==> config.mk <==
export PLATFORM = sky130hd
export DESIGN_NAME = frame_copy_engine_flat
export DESIGN_NICKNAME = d
export VERILOG_FILES = /design/src/rtl/frame_copy_engine_if.sv /design/src/rtl/frame_copy_engine.sv /design/src/flat_wrapper.sv
export SDC_FILE = /design/constraint.sdc
export NUM_CORES = 1
export LEC_CHECK = 0
export CAP_MARGIN = 5
export CORE_MARGIN = 1.5
export CORE_UTILIZATION = 39
export DETAILED_ROUTE_END_ITERATION = 8
export PLACE_DENSITY_LB_ADDON = 0.08
export SYNTH_ARGS = -nofsm -noshare
export SYNTH_HDL_FRONTEND = slang
export SYNTH_SLANG_ARGS = --single-unit
==> constraint.sdc <==
create_clock -name clk -period 3.28 [get_ports clk]
set_input_delay 0.656 -clock clk [delete_from_list [all_inputs] [get_ports clk]]
set_output_delay 0.656 -clock clk [all_outputs]
set_load 0.03 [all_outputs]
==> src/rtl/frame_copy_engine_if.sv <==
`default_nettype none
// ============================================================================
//  Module      : frame_copy_engine_if
//  Description : Source-read / destination-write bus of the frame copy
//                engine. The master side (the engine) issues reads and
//                writes. The slave side holds the frame buffers.
//  Revision    : 1.0  initial release
// ============================================================================
interface frame_copy_engine_if #(
    parameter int ADDR_W = 19,
    parameter int DATA_W = 16
);
    logic              src_rd_en;
    logic [ADDR_W-1:0] src_rd_addr;
    logic [DATA_W-1:0] src_rd_data;
    logic              dst_ready;
    logic              dst_wr_en;
    logic [ADDR_W-1:0] dst_wr_addr;
    logic [DATA_W-1:0] dst_wr_data;

    modport master (
        output src_rd_en,
        output src_rd_addr,
        input  src_rd_data,
        input  dst_ready,
        output dst_wr_en,
        output dst_wr_addr,
        output dst_wr_data
    );

    modport slave (
        input  src_rd_en,
        input  src_rd_addr,
        output src_rd_data,
        output dst_ready,
        input  dst_wr_en,
        input  dst_wr_addr,
        input  dst_wr_data
    );
endinterface
`default_nettype wire

==> src/rtl/frame_copy_engine.sv <==
`default_nettype none
// ============================================================================
//  Module      : frame_copy_engine
//  Description : Copies one frame from the camera buffer to the VGA buffer
//                while the system controller sits in COPY (3'b100).
//                Reads are credit-limited against a small skid FIFO. The
//                destination sees a registered write stage that holds
//                while dst_ready is low.
//                Optional feature macro: COPY_CHECKSUM_EN (16-bit running
//                sum of the written words; tied to zero when undefined).
//  Revision    : 1.0  initial release
// ============================================================================
module frame_copy_engine #(
    parameter int ADDR_W      = 19,
    parameter int DATA_W      = 16,
    parameter int FRAME_WORDS = 307200,
    parameter int RD_LAT      = 2,
    parameter int FIFO_DEPTH  = 4
) (
    input  wire logic                  clk,
    input  wire logic                  reset,
    input  wire logic [2:0]            state,
    frame_copy_engine_if.master        mem,
    output logic                       busy,
    output logic                       copy_finished,
    output logic [15:0]                checksum
);
    localparam logic [2:0]        c_COPY_STATE = 3'b100;
    localparam int                c_PTR_W      = $clog2(FIFO_DEPTH);
    localparam int                c_CNT_W      = $clog2(FIFO_DEPTH + 1);
    localparam logic [ADDR_W-1:0] c_LAST_ADDR  = ADDR_W'(FRAME_WORDS - 1);

    localparam logic [1:0] c_S_IDLE  = 2'd0;
    localparam logic [1:0] c_S_RUN   = 2'd1;
    localparam logic [1:0] c_S_DRAIN = 2'd2;
    localparam logic [1:0] c_S_DONE  = 2'd3;

    logic [1:0]         r_fsm;
    logic [1:0]         w_fsm_nxt;
    logic               r_in_copy_d;
    logic               w_in_copy;
    logic               w_start;
    logic               w_abort;
    logic               w_flush;
    logic               w_active;
    logic               w_issue;
    logic               w_credit_ok;
    logic               w_ret;
    logic               w_wr_done;
    logic               w_avail;
    logic               w_load;
    logic               w_push;
    logic               w_pop;
    logic               w_fifo_empty;

    logic [ADDR_W-1:0]  r_rd_addr;
    logic [ADDR_W-1:0]  r_ld_addr;
    logic [RD_LAT-1:0]  r_pipe;
    logic [2:0]         r_inflight;

    logic [DATA_W-1:0]  r_fifo_mem [FIFO_DEPTH];
    logic [c_PTR_W-1:0] r_wptr;
    logic [c_PTR_W-1:0] r_rptr;
    logic [c_CNT_W-1:0] r_fifo_cnt;

    logic               r_wr_vld;
    logic [ADDR_W-1:0]  r_wr_addr;
    logic [DATA_W-1:0]  r_wr_data;

    // Entry into COPY is the only start condition; leaving COPY aborts.
    assign w_in_copy    = (state == c_COPY_STATE);
    assign w_start      = w_in_copy && !r_in_copy_d;
    assign w_abort      = ((r_fsm == c_S_RUN) || (r_fsm == c_S_DRAIN)) && !w_in_copy;
    assign w_flush      = w_start || w_abort;
    assign w_active     = ((r_fsm == c_S_RUN) || (r_fsm == c_S_DRAIN)) && w_in_copy;

    // Reads already launched plus words parked in the FIFO may never exceed
    // the FIFO depth, so every returning word always has a slot.
    assign w_credit_ok  = (int'(r_inflight) + int'(r_fifo_cnt)) < FIFO_DEPTH;
    assign w_issue      = (r_fsm == c_S_RUN) && w_in_copy && w_credit_ok;
    assign w_ret        = r_pipe[RD_LAT-1];
    assign w_fifo_empty = (r_fifo_cnt == '0);

    // Output stage reloads on the same edge a write completes; a returning
    // word bypasses an empty FIFO so the first write is not delayed.
    assign w_wr_done    = mem.dst_wr_en && mem.dst_ready;
    assign w_avail      = w_ret || !w_fifo_empty;
    assign w_load       = w_avail && (!r_wr_vld || w_wr_done);
    assign w_pop        = w_load && !w_fifo_empty;
    assign w_push       = w_ret && !(w_load && w_fifo_empty);

    assign mem.src_rd_en   = w_issue;
    assign mem.src_rd_addr = r_rd_addr;
    assign mem.dst_wr_en   = r_wr_vld && w_active;
    assign mem.dst_wr_addr = r_wr_addr;
    assign mem.dst_wr_data = r_wr_data;

    // Control state register and COPY-entry edge detector.
    always_ff @(posedge clk) begin
        if (reset) begin
            r_fsm       <= c_S_IDLE;
            r_in_copy_d <= 1'b0;
        end else begin
            r_fsm       <= w_fsm_nxt;
            r_in_copy_d <= w_in_copy;
        end
    end

    // Next-state and status decode.
    always_comb begin
        w_fsm_nxt     = r_fsm;
        busy          = 1'b0;
        copy_finished = 1'b0;
        case (r_fsm)
            c_S_IDLE: begin
                if (w_start) w_fsm_nxt = c_S_RUN;
            end
            c_S_RUN: begin
                busy = 1'b1;
                if (!w_in_copy)                           w_fsm_nxt = c_S_IDLE;
                else if (w_issue && r_rd_addr == c_LAST_ADDR) w_fsm_nxt = c_S_DRAIN;
            end
            c_S_DRAIN: begin
                busy = 1'b1;
                if (!w_in_copy)                               w_fsm_nxt = c_S_IDLE;
                else if (w_wr_done && r_wr_addr == c_LAST_ADDR) w_fsm_nxt = c_S_DONE;
            end
            default: begin
                copy_finished = 1'b1;
                if (!w_in_copy) w_fsm_nxt = c_S_IDLE;
            end
        endcase
    end

    // Read address, latency tracker and in-flight count; a flush discards
    // every read still on its way back.
    always_ff @(posedge clk) begin
        if (reset || w_flush) begin
            r_rd_addr  <= '0;
            r_pipe     <= '0;
            r_inflight <= '0;
        end else begin
            r_pipe <= (r_pipe << 1) | RD_LAT'(w_issue);
            if (w_issue) r_rd_addr <= r_rd_addr + ADDR_W'(1);
            if (w_issue && !w_ret)      r_inflight <= r_inflight + 3'd1;
            else if (!w_issue && w_ret) r_inflight <= r_inflight - 3'd1;
        end
    end

    // Skid FIFO pointers and occupancy.
    always_ff @(posedge clk) begin
        if (reset || w_flush) begin
            r_wptr     <= '0;
            r_rptr     <= '0;
            r_fifo_cnt <= '0;
        end else begin
            if (w_push) r_wptr <= (r_wptr == c_PTR_W'(FIFO_DEPTH - 1)) ? '0 : r_wptr + c_PTR_W'(1);
            if (w_pop)  r_rptr <= (r_rptr == c_PTR_W'(FIFO_DEPTH - 1)) ? '0 : r_rptr + c_PTR_W'(1);
            if (w_push && !w_pop)      r_fifo_cnt <= r_fifo_cnt + c_CNT_W'(1);
            else if (!w_push && w_pop) r_fifo_cnt <= r_fifo_cnt - c_CNT_W'(1);
        end
    end

    // Skid FIFO storage; contents are don't-care until pointed at.
    always_ff @(posedge clk) begin
        if (w_push) r_fifo_mem[r_wptr] <= mem.src_rd_data;
    end

    // Registered write stage; addresses are assigned in load order, which
    // matches the order reads were issued.
    always_ff @(posedge clk) begin
        if (reset || w_flush) begin
            r_wr_vld  <= 1'b0;
            r_wr_addr <= '0;
            r_wr_data <= '0;
            r_ld_addr <= '0;
        end else if (w_load) begin
            r_wr_vld  <= 1'b1;
            r_wr_addr <= r_ld_addr;
            r_wr_data <= w_fifo_empty ? mem.src_rd_data : r_fifo_mem[r_rptr];
            r_ld_addr <= r_ld_addr + ADDR_W'(1);
        end else if (w_wr_done) begin
            r_wr_vld  <= 1'b0;
        end
    end

`ifdef COPY_CHECKSUM_EN
    logic [15:0] w_word16;
    logic [15:0] r_checksum;

    if (DATA_W >= 16) begin : g_cs_trunc
        assign w_word16 = r_wr_data[15:0];
    end else begin : g_cs_ext
        assign w_word16 = {{(16 - DATA_W){1'b0}}, r_wr_data};
    end

    // Running sum of completed writes, restarted on every COPY entry.
    always_ff @(posedge clk) begin
        if (reset || w_start) r_checksum <= 16'h0000;
        else if (w_wr_done)   r_checksum <= r_checksum + w_word16;
    end

    assign checksum = r_checksum;
`else
    assign checksum = 16'h0000;
`endif

endmodule
`default_nettype wire

==> src/flat_wrapper.sv <==
// flat-port wrapper written by rule: the top's interface ports become plain ports
module frame_copy_engine_flat 
#(
    parameter int ADDR_W      = 19,
    parameter int DATA_W      = 16,
    parameter int FRAME_WORDS = 307200,
    parameter int RD_LAT      = 2,
    parameter int FIFO_DEPTH  = 4
)
  (clk, reset, state, busy, copy_finished, checksum, mem_src_rd_en, mem_src_rd_addr, mem_src_rd_data, mem_dst_ready, mem_dst_wr_en, mem_dst_wr_addr, mem_dst_wr_data);
  frame_copy_engine_if #(.ADDR_W(ADDR_W), .DATA_W(DATA_W)) mem_i ();
  input  wire logic clk;
  input  wire logic reset;
  input  wire logic [2:0] state;
  output logic busy;
  output logic copy_finished;
  output logic [15:0] checksum;
  output wire logic [$bits(mem_i.src_rd_en)-1:0] mem_src_rd_en;
  output wire logic [$bits(mem_i.src_rd_addr)-1:0] mem_src_rd_addr;
  input wire logic [$bits(mem_i.src_rd_data)-1:0] mem_src_rd_data;
  input wire logic [$bits(mem_i.dst_ready)-1:0] mem_dst_ready;
  output wire logic [$bits(mem_i.dst_wr_en)-1:0] mem_dst_wr_en;
  output wire logic [$bits(mem_i.dst_wr_addr)-1:0] mem_dst_wr_addr;
  output wire logic [$bits(mem_i.dst_wr_data)-1:0] mem_dst_wr_data;
  assign mem_src_rd_en = mem_i.src_rd_en;
  assign mem_src_rd_addr = mem_i.src_rd_addr;
  assign mem_i.src_rd_data = mem_src_rd_data;
  assign mem_i.dst_ready = mem_dst_ready;
  assign mem_dst_wr_en = mem_i.dst_wr_en;
  assign mem_dst_wr_addr = mem_i.dst_wr_addr;
  assign mem_dst_wr_data = mem_i.dst_wr_data;
  frame_copy_engine #(.ADDR_W(ADDR_W), .DATA_W(DATA_W), .FRAME_WORDS(FRAME_WORDS), .RD_LAT(RD_LAT), .FIFO_DEPTH(FIFO_DEPTH)) u_core (.clk(clk), .reset(reset), .state(state), .mem(mem_i), .busy(busy), .copy_finished(copy_finished), .checksum(checksum));
endmodule
Figure 1. Metal 3.
Scale: 4 px per µm.
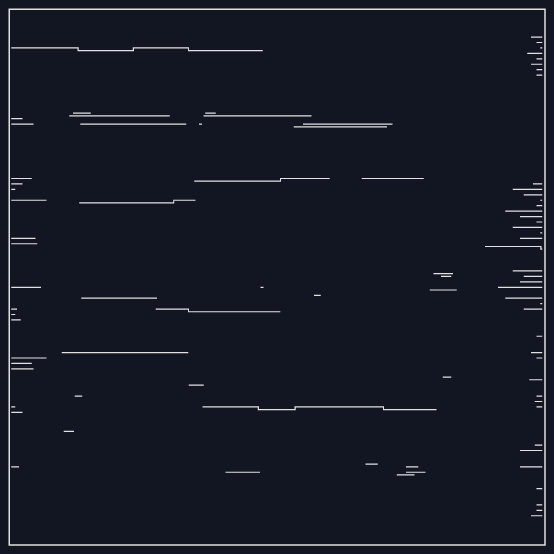
longest straight run: 31.3 µm
main direction: horizontal

Figure 2. Clock distribution.
Scale: 4 px per µm.
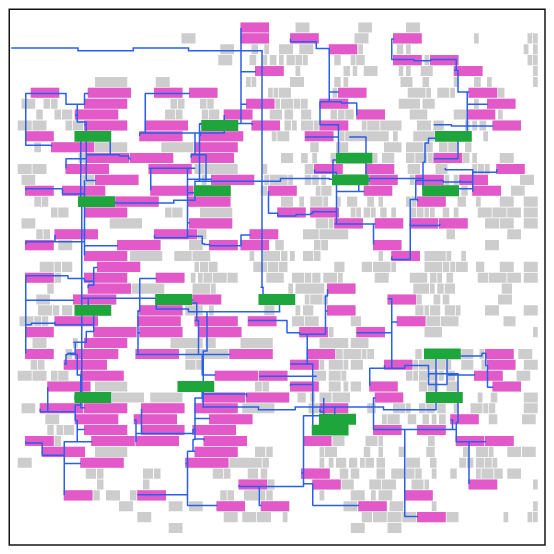
[clock drivers] green | count: 17
[flip-flops] magenta | count: 155
[clock wires] blue | length: 1870 µm
routed clock nets: 18
flops lie: widely spread
Clock power frac: 35.7%
Late-Pin Clk Latency: 420 ps

Figure 3. Clock routing.
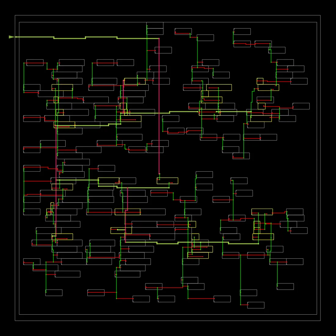
clk sink count: 155
Clock buffer cells: 18
number of CTS-inserted buffers: 17
layout sequential cell count: 155
worst setup skew after layout: 7.06 ps

Figure 4. Routed metal, one colour a layer.
Scale: 2 px per µm.
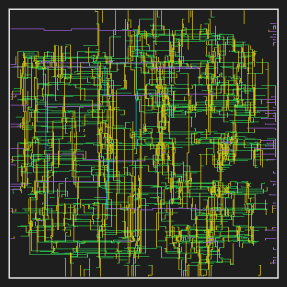
| layer | colour | wire length |
|---|---|---|
| metal 3 | purple | 674 µm |
| metal 1 | green | 6670 µm |
| metal 4 | cyan | 146 µm |
| metal 2 | yellow | 6720 µm |

==> results.txt <==
Figures from the implementation reports.

- The number of optimization iterations in the first detailed-route pass reads 4.
- The transition time at the pin with the least slew margin reads 867 ps.
- The number of slew-limit violations in the final report reads 0.
- The area fraction in compound gates is 7.58%.
- The number of antenna violations at the first check in global routing was 0.
- At the end of the flow the core is filled with cells to 49.4%.
- The post-cts gate resize count is 0.
- The floorplan step set the die height to 134 µm.
- The peak clock frequency supported by timing is 0.344 GHz.
- The number of logged tool warnings reads 32.
- The cell taking the most area after synthesis reads sky130_fd_sc_hd__edfxtp_1.
- The number of cells on the worst hold path is 1.
- Clock cells make up 7.02% of the layout cell area.
- The final worst slack reads 372 ps.
- The highest metal layer used by the detailed router is met4.
- Per the run report, area growth between synthesis and finish was 23.6%.
- The number of global-route vias before repair reads 4351.
- The average size of a mapped cell is 11.2 µm².
- The sequential power reads 2.20 mW.
- The detail-routed net length per standard cell reads 15.7 µm.
- In the power breakdown, the biggest contributor is registers.
- The post-route non-filler standard cell count is 907.
- The total non-filler cell area in the finished layout reads 0.00822 mm².
- The main area contributors are sky130_fd_sc_hd__edfxtp_1 29%, sky130_fd_sc_hd__dfxtp_1 27%, sky130_fd_sc_hd__mux4_2 5.4%, sky130_fd_sc_hd__a21oi_1 3.5%, sky130_fd_sc_hd__nand2_1 3.3%.
- The area fraction in xor and xnor cells reads 4.74%.
- Counting the warning lines in the Yosys log gives 0.
- The first global-routing pass estimated 23400 µm of wire.
- The overall track demand over capacity in global routing is 17.1%.
- Per the post-synthesis report, the number of cells in the design is 592.
- The slew check shows that the tightest pin keeps a relative margin of 42.2%.
- The core area reads 0.0166 mm².
- The synthesized netlist occupies a cell area of 0.00665 mm².
- The clock-pin slew on the worst setup and hold paths is 60 ps.
- The detail route stage leaves a number of antenna-violating nets equal to 0.
- The wire length the detailed router placed on met1 reads 6670 µm.
- The final-layout setup total negative slack is 0 ps.
- The critical path's largest stage delay reads 660 ps.
- The port buffer count reads 79.
- The placed instances occupy a cell area of 0.00764 mm².
- The final weighted congestion of routability-driven global placement is 0.764.
- The flow ran to the end, and the final reports show no timing, DRC or antenna violations.
- The async set-or-reset flop fraction in the synthesized netlist reads 0%.
- Ranking logic cells in the layout by count gives the top entries 91 x sky130_fd_sc_hd__dfxtp_1, 78 x sky130_fd_sc_hd__clkdlybuf4s50_1, 64 x sky130_fd_sc_hd__edfxtp_1, 58 x sky130_fd_sc_hd__nand2_1, 51 x sky130_fd_sc_hd__nor2_1.
- Summing the areas of all fa, ha and maj instances in the mapped netlist gives 3.42% of the synthesized area.
- The H-tree generated during clock tree synthesis spans 4 levels.
- The largest vdd supply drop is 569 µV.
- The design received a total of 220 well taps at floorplan.
==> sequential cells by signal (all words and copies together) (netlist names), named ones only <==
name,count
u_core.r_fifo_mem,64
u_core.mem.dst_wr_addr,19
u_core.mem.src_rd_addr,19
u_core.r_ld_addr,19
u_core.mem.dst_wr_data,16
u_core.r_fifo_cnt,3
u_core.r_inflight,3
u_core.r_fsm,2
u_core.r_pipe,2
u_core.r_rptr,2
u_core.r_wptr,2
u_core.r_in_copy_d,1
u_core.r_wr_vld,1
==> synthesized netlist by cell type, drive strengths merged (5+ instances only) <==
library cell,n
mux2i,6
nand3b,16
xnor2,21
nand4,13
nor3,9
a21oi,46
edfxtp,64
and2,7
buf,32
nor2,52
mux4,16
nand2,58
nor4,7
o21ai,41
or3,5
nand3,16
xor2,15
clkbuf,13
inv,10
dfxtp,91
and3,8
ha,15
Power figures rest on the tool's default switching activity, not on a simulated workload.
